--- config.mk ---
export PLATFORM = sky130hd
export DESIGN_NAME = pipe_addsub_flat
export DESIGN_NICKNAME = d
export VERILOG_FILES = /design/src/rtl/alu_pkg.sv /design/src/rtl/pipe_addsub_if.sv /design/src/rtl/pipe_addsub_cla_slice.sv /design/src/rtl/pipe_addsub.sv /design/src/flat_wrapper.sv
export SDC_FILE = /design/constraint.sdc
export NUM_CORES = 1
export LEC_CHECK = 0
export CELL_PAD_IN_SITES_DETAIL_PLACEMENT = 1
export CELL_PAD_IN_SITES_GLOBAL_PLACEMENT = 1
export CORE_UTILIZATION = 28
export DETAILED_ROUTE_END_ITERATION = 6
export PLACE_DENSITY = 0.56
export SLEW_MARGIN = 20
export SYNTH_ARGS = -nofsm -noshare
export SYNTH_HDL_FRONTEND = slang
export SYNTH_SLANG_ARGS = --single-unit
--- constraint.sdc ---
create_clock -name clk -period 10.7 [get_ports clk]
set_input_delay 1.605 -clock clk [delete_from_list [all_inputs] [get_ports clk]]
set_output_delay 1.605 -clock clk [all_outputs]
set_load 0.01 [all_outputs]
--- src/rtl/alu_pkg.sv ---
// Shared ALU types for the pipelined add/sub path: result flag struct,
// add/sub opcode and the elaboration-time geometry check.
package alu_pkg;

    typedef struct packed {
        logic c;
        logic v;
        logic z;
        logic n;
    } flags_t;

    typedef enum logic [0:0] {
        OP_ADD = 1'b0,
        OP_SUB = 1'b1
    } op_e;

    // WIDTH must split into whole CHUNK-bit slices, and a slice needs at least one bit.
    function automatic bit addsub_cfg_ok(input int width, input int chunk);
        bit ok_s;
        if (chunk < 1) begin
            ok_s = 1'b0;
        end else begin
            ok_s = ((width % chunk) == 0);
        end
        return ok_s;
    endfunction

endpackage

--- src/rtl/pipe_addsub_if.sv ---
// Handshake/operand/result bundle for pipe_addsub.
// The saturation request in_sat exists only when ADDSUB_SAT_EN is defined.
interface pipe_addsub_if #(
    parameter int WIDTH = 32
);
    logic             in_valid;
    logic             in_ready;
    logic [WIDTH-1:0] in_a;
    logic [WIDTH-1:0] in_b;
    logic             in_sub;
`ifdef ADDSUB_SAT_EN
    logic             in_sat;
`endif
    logic             out_valid;
    logic             out_ready;
    logic [WIDTH-1:0] out_sum;
    logic             out_c;
    logic             out_v;
    logic             out_z;
    logic             out_n;

`ifdef ADDSUB_SAT_EN
    modport master (
        output in_valid, in_a, in_b, in_sub, in_sat, out_ready,
        input  in_ready, out_valid, out_sum, out_c, out_v, out_z, out_n
    );
    modport slave (
        input  in_valid, in_a, in_b, in_sub, in_sat, out_ready,
        output in_ready, out_valid, out_sum, out_c, out_v, out_z, out_n
    );
`else
    modport master (
        output in_valid, in_a, in_b, in_sub, out_ready,
        input  in_ready, out_valid, out_sum, out_c, out_v, out_z, out_n
    );
    modport slave (
        input  in_valid, in_a, in_b, in_sub, out_ready,
        output in_ready, out_valid, out_sum, out_c, out_v, out_z, out_n
    );
`endif
endinterface

--- src/rtl/pipe_addsub_cla_slice.sv ---
// cla_slice: combinational CHUNK-bit carry-lookahead adder slice.
// Every internal carry is a flat sum of generate terms gated by the
// propagate run above them, so no carry ripples through the slice.
module cla_slice #(
    parameter int CHUNK = 16
) (
    input  logic [CHUNK-1:0] a,
    input  logic [CHUNK-1:0] b,
    input  logic             ci,
    output logic [CHUNK-1:0] s,
    output logic             co
);
    logic [CHUNK-1:0] g_s;
    logic [CHUNK-1:0] p_s;
    logic [CHUNK:0]   c_s;
    logic             carry_s;
    logic             prod_s;

    assign g_s = a & b;
    assign p_s = a ^ b;

    // Lookahead carries: c[i+1] = g[i] | p[i]g[i-1] | ... | p[i..0]ci.
    always_comb begin
        c_s     = '0;
        carry_s = 1'b0;
        prod_s  = 1'b0;
        c_s[0]  = ci;
        for (int i = 0; i < CHUNK; i++) begin
            carry_s = g_s[i];
            prod_s  = p_s[i];
            for (int j = i - 1; j >= 0; j--) begin
                carry_s = carry_s | (prod_s & g_s[j]);
                prod_s  = prod_s & p_s[j];
            end
            c_s[i+1] = carry_s | (prod_s & ci);
        end
    end

    assign s  = p_s ^ c_s[CHUNK-1:0];
    assign co = c_s[CHUNK];

endmodule

--- src/rtl/pipe_addsub.sv ---
// pipe_addsub: pipelined CLA adder/subtractor, WIDTH/CHUNK stages, one
// slice per stage with the carry registered between slices. Operands
// skew down the pipe beside the partial sum. Whole-pipe advance on
// adv = !out_valid || out_ready; in_ready is that same enable.
// Optional feature macro: ADDSUB_SAT_EN (saturate on signed overflow when in_sat).
module pipe_addsub
    import alu_pkg::*;
#(
    parameter int WIDTH = 32,
    parameter int CHUNK = 16
) (
    input logic         clk,
    input logic         rst,
    pipe_addsub_if.slave bus
);
    localparam int STAGES = WIDTH / CHUNK;
    localparam int LAST   = STAGES - 1;

    if (!addsub_cfg_ok(WIDTH, CHUNK)) begin : g_cfg_bad
        $error("pipe_addsub: WIDTH must be a multiple of CHUNK and CHUNK >= 1");
    end

    logic                         adv_s;
    op_e                          op_s;
    logic [WIDTH-1:0]             b_eff_s;

    // Stage k register holds the op waiting for slice k.
    logic [STAGES-1:0]            vld_q, vld_d;
    logic [STAGES-1:0][WIDTH-1:0] a_q, a_d;
    logic [STAGES-1:0][WIDTH-1:0] b_q, b_d;
    logic [STAGES-1:0][WIDTH-1:0] sum_q, sum_d;
    logic [STAGES-1:0]            cy_q, cy_d;
`ifdef ADDSUB_SAT_EN
    logic [STAGES-1:0]            sat_q, sat_d;
`endif

    logic [STAGES-1:0][CHUNK-1:0] slice_s_s;
    logic [STAGES-1:0]            slice_co_s;

    logic [WIDTH-1:0]             fin_sum_s;
    logic [WIDTH-1:0]             res_sum_s;
    logic                         fin_v_s;
    flags_t                       fin_flags_s;

    logic                         out_valid_q, out_valid_d;
    logic [WIDTH-1:0]             out_sum_q, out_sum_d;
    flags_t                       flags_q, flags_d;

    // Lower slices of the skew registers are dead by the last stage; fold them into one sink.
    logic                         unused_skew_s;
    assign unused_skew_s = ^{a_q, b_q, sum_q};

    assign adv_s        = !out_valid_q || bus.out_ready;
    assign bus.in_ready = adv_s;
    assign op_s         = bus.in_sub ? OP_SUB : OP_ADD;
    assign b_eff_s      = (op_s == OP_SUB) ? ~bus.in_b : bus.in_b;

    for (genvar k = 0; k < STAGES; k++) begin : g_slice
        cla_slice #(
            .CHUNK (CHUNK)
        ) u_slice (
            .a  (a_q[k][k*CHUNK +: CHUNK]),
            .b  (b_q[k][k*CHUNK +: CHUNK]),
            .ci (cy_q[k]),
            .s  (slice_s_s[k]),
            .co (slice_co_s[k])
        );
    end

    // Next stage contents: shift every stage down one on advance, hold otherwise.
    always_comb begin
        vld_d = vld_q;
        a_d   = a_q;
        b_d   = b_q;
        sum_d = sum_q;
        cy_d  = cy_q;
`ifdef ADDSUB_SAT_EN
        sat_d = sat_q;
`endif
        if (adv_s) begin
            vld_d[0] = bus.in_valid;
            a_d[0]   = bus.in_a;
            b_d[0]   = b_eff_s;
            sum_d[0] = '0;
            cy_d[0]  = (op_s == OP_SUB);
`ifdef ADDSUB_SAT_EN
            sat_d[0] = bus.in_sat;
`endif
            for (int k = 1; k < STAGES; k++) begin
                vld_d[k] = vld_q[k-1];
                a_d[k]   = a_q[k-1];
                b_d[k]   = b_q[k-1];
                cy_d[k]  = slice_co_s[k-1];
                sum_d[k] = sum_q[k-1];
                sum_d[k][(k-1)*CHUNK +: CHUNK] = slice_s_s[k-1];
`ifdef ADDSUB_SAT_EN
                sat_d[k] = sat_q[k-1];
`endif
            end
        end else begin
            vld_d = vld_q;
        end
    end

    // Final stage: complete the sum, derive overflow, optionally saturate, then flags.
    always_comb begin
        fin_sum_s = sum_q[LAST];
        fin_sum_s[LAST*CHUNK +: CHUNK] = slice_s_s[LAST];
        fin_v_s   = (a_q[LAST][WIDTH-1] == b_q[LAST][WIDTH-1]) &&
                    (fin_sum_s[WIDTH-1] != a_q[LAST][WIDTH-1]);
        res_sum_s = fin_sum_s;
`ifdef ADDSUB_SAT_EN
        if (sat_q[LAST] && fin_v_s) begin
            if (a_q[LAST][WIDTH-1]) begin
                res_sum_s = {1'b1, {(WIDTH-1){1'b0}}};
            end else begin
                res_sum_s = {1'b0, {(WIDTH-1){1'b1}}};
            end
        end else begin
            res_sum_s = fin_sum_s;
        end
`endif
        fin_flags_s.c = slice_co_s[LAST];
        fin_flags_s.v = fin_v_s;
        fin_flags_s.z = (res_sum_s == {WIDTH{1'b0}});
        fin_flags_s.n = res_sum_s[WIDTH-1];
    end

    // Output register: load on advance; data only changes when a real result arrives.
    always_comb begin
        out_valid_d = out_valid_q;
        out_sum_d   = out_sum_q;
        flags_d     = flags_q;
        if (adv_s) begin
            out_valid_d = vld_q[LAST];
            if (vld_q[LAST]) begin
                out_sum_d = res_sum_s;
                flags_d   = fin_flags_s;
            end else begin
                out_sum_d = out_sum_q;
                flags_d   = flags_q;
            end
        end else begin
            out_valid_d = out_valid_q;
        end
    end

    // Stage and output registers; reset drops every in-flight op and clears results.
    always_ff @(posedge clk or posedge rst) begin
        if (rst) begin
            vld_q       <= '0;
            a_q         <= '0;
            b_q         <= '0;
            sum_q       <= '0;
            cy_q        <= '0;
`ifdef ADDSUB_SAT_EN
            sat_q       <= '0;
`endif
            out_valid_q <= 1'b0;
            out_sum_q   <= '0;
            flags_q     <= '0;
        end else begin
            vld_q       <= vld_d;
            a_q         <= a_d;
            b_q         <= b_d;
            sum_q       <= sum_d;
            cy_q        <= cy_d;
`ifdef ADDSUB_SAT_EN
            sat_q       <= sat_d;
`endif
            out_valid_q <= out_valid_d;
            out_sum_q   <= out_sum_d;
            flags_q     <= flags_d;
        end
    end

    assign bus.out_valid = out_valid_q;
    assign bus.out_sum   = out_sum_q;
    assign bus.out_c     = flags_q.c;
    assign bus.out_v     = flags_q.v;
    assign bus.out_z     = flags_q.z;
    assign bus.out_n     = flags_q.n;

endmodule

--- src/flat_wrapper.sv ---
// flat-port wrapper written by rule: the top's interface ports become plain ports
module pipe_addsub_flat import alu_pkg::*;
#(
    parameter int WIDTH = 32,
    parameter int CHUNK = 16
)
  (clk, rst, bus_in_valid, bus_in_a, bus_in_b, bus_in_sub, bus_out_ready, bus_in_ready, bus_out_valid, bus_out_sum, bus_out_c, bus_out_v, bus_out_z, bus_out_n);
  pipe_addsub_if #(.WIDTH(WIDTH)) bus_i ();
  input logic clk;
  input logic rst;
  input wire logic [$bits(bus_i.in_valid)-1:0] bus_in_valid;
  input wire logic [$bits(bus_i.in_a)-1:0] bus_in_a;
  input wire logic [$bits(bus_i.in_b)-1:0] bus_in_b;
  input wire logic [$bits(bus_i.in_sub)-1:0] bus_in_sub;
  input wire logic [$bits(bus_i.out_ready)-1:0] bus_out_ready;
  output wire logic [$bits(bus_i.in_ready)-1:0] bus_in_ready;
  output wire logic [$bits(bus_i.out_valid)-1:0] bus_out_valid;
  output wire logic [$bits(bus_i.out_sum)-1:0] bus_out_sum;
  output wire logic [$bits(bus_i.out_c)-1:0] bus_out_c;
  output wire logic [$bits(bus_i.out_v)-1:0] bus_out_v;
  output wire logic [$bits(bus_i.out_z)-1:0] bus_out_z;
  output wire logic [$bits(bus_i.out_n)-1:0] bus_out_n;
  assign bus_i.in_valid = bus_in_valid;
  assign bus_i.in_a = bus_in_a;
  assign bus_i.in_b = bus_in_b;
  assign bus_i.in_sub = bus_in_sub;
  assign bus_i.out_ready = bus_out_ready;
  assign bus_in_ready = bus_i.in_ready;
  assign bus_out_valid = bus_i.out_valid;
  assign bus_out_sum = bus_i.out_sum;
  assign bus_out_c = bus_i.out_c;
  assign bus_out_v = bus_i.out_v;
  assign bus_out_z = bus_i.out_z;
  assign bus_out_n = bus_i.out_n;
  pipe_addsub #(.WIDTH(WIDTH), .CHUNK(CHUNK)) u_core (.clk(clk), .rst(rst), .bus(bus_i));
endmodule
A small window of the routed layout:
Region (70, 70) to (95, 95) um. Cells in grey, sequential cells in the stronger grey; small squares are vias.
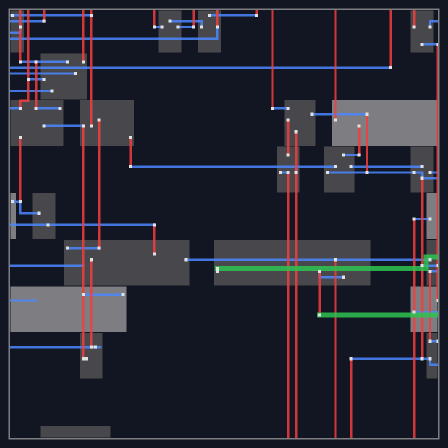
metal 3: in green. metal 1: in blue. metal 2: in red.
17 logic cells have their middle in the window. Sequential cells in the window: 2. Most frequent: nand2_1 (5), inv_1 (2), dfrtp_1 (2). Netlist names of flops here include u_core.b_q (1), u_core.bus.out_sum (1).

Sequential cells grouped by signal name:
Scale: 2 px per um.
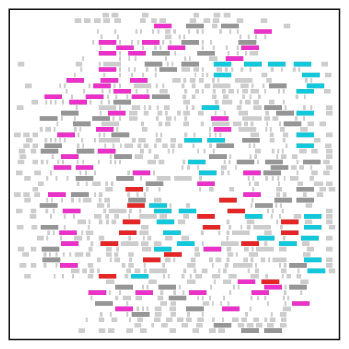
u_core.a_q: in magenta, flops 48. u_core.bus.out_sum: in cyan, flops 32. u_core.fin_sum_s: in red, flops 16.
Another 56 sequential cells are not coloured.
utilization of the core after routing: 0.359
sequential-cell power consumption: 0.936 mW

==> results.txt <==
The flow completed. Number of antenna repair diodes landed at 0. According to the hold report, the worst path is of the flip-flop to flip-flop type. The share of the core area taken by cells at floorplan is 0.284. The share of the Yosys chip area taken by registers is 0.515.

The largest individual stage delay along the critical path comes from the cell buf_4. Number of gates given a new drive strength after cts landed at 0. Power density of the placed cells landed at 283 nW/um^2. Routed via count divided by cell count landed at roughly 4.5. Power dissipated by switching net loads landed at 0.986 mW. Fraction of synthesis flops using an asynchronous set or reset pin landed at 1.00. Per the final layout report, the fraction of cells sized above drive strength 1 comes to 0.0750.

Number of standard cells after synthesis landed at 775. Number of DRC violations after detailed routing landed at 2. The global route stage reports its total congestion overflow as 0. Number of port buffers landed at approximately 110.

The biggest area contributor in the post-synthesis netlist is dfrtp_1. Area of the die landed at ~27,000 sq um. Remaining antenna violation count after routing landed at 0. The net count of the finished layout is 971.

Sequential cell fraction of total power landed at 0.355. Once iteration 0 of detailed routing completed, the report listed 276 DRC markers. At the pin with the least slew margin, the transition time is around 1100 ps. Area of the synthesized netlist per yosys stat landed at around 7400 sq um.

The worst path meets setup with about 4800 ps of slack. The vertical die dimension reported for this design is 164 um. Total placed instance area landed at 8760 sq um. In this run the tools logged warnings totalling 27. Length of the first detailed-routing pass in iterations landed at 7. Number of global-route vias before repair landed at about 5,800.

Worst path buffer plus inverter count landed at 5. Switching power as a fraction of the total was reported as 0.374. Broken down by cell family, the worst path's largest delay share belongs to buffers and inverters. Delay of the slowest critical-path stage landed at 690 ps. Number of gates on the worst path with buffers counted landed at 6. Looking at the cell usage after synthesis, the top flip-flop cell is dfrtp_1. The run finished, with violations left.

Area of the core region landed at roughly 26,000 sq um. The checks that failed: design-rule violations.
Drive-strength map:
Scale: 3 px per um.
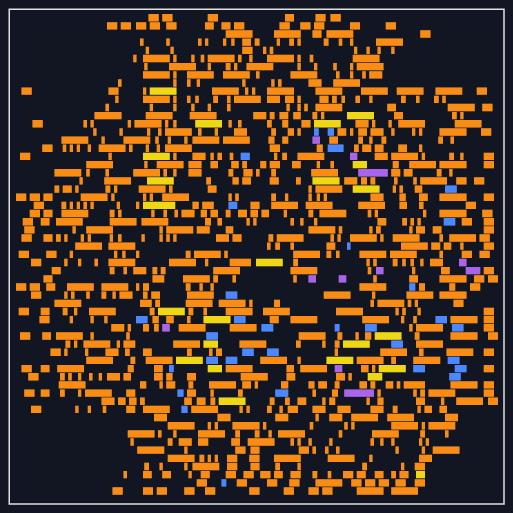
_0 and _1 cells: in orange, cells 814, share 93%, most used nand2_1. _2 cells: in blue, cells 32, share 3.6%, most used mux2_2. _6 and larger: in yellow, cells 23, share 2.6%, most used clkbuf_16. _3 and _4 cells: in purple, cells 11, share 1.3%, most used buf_4.

Congestion heat map:
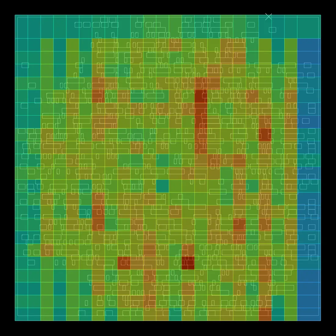
overall fraction of global-route tracks in use: 0.146
met2 Use GR: 0.220
layer with the highest usage after global routing: met2

==> area by class of cell <==
cell class                      instances  area [sq um]
Clock buffer                           25           495
Fill cell                            2960         16700
Clock inverter                          7          67.6
Inverter                               14          57.6
Multi-Input combinational cell        571          3390
Sequential cell                       152          3800
Timing Repair Buffer                  111          1090
Tap cell                              335           419
==> synthesized netlist by cell type, types with 9 or more instances <==
cell      count
nand2_1     261
dfrtp_1     152
o21ai_0      56
xnor2_1      42
ha_1         33
clkbuf_1     26
nor2_1       24
a21oi_1      18
mux2_2       18
xor2_1       17
inv_1        14
nor3_1       12
buf_1         9
==> per-layer routing <==
layer  vias up  share of wire
li1       2763              -
met1      2595           0.52
met2        79           0.44
met3        15          0.026
met4         0          0.014
met5         -              0
Power figures rest on the tool's default switching activity, not on a simulated workload.
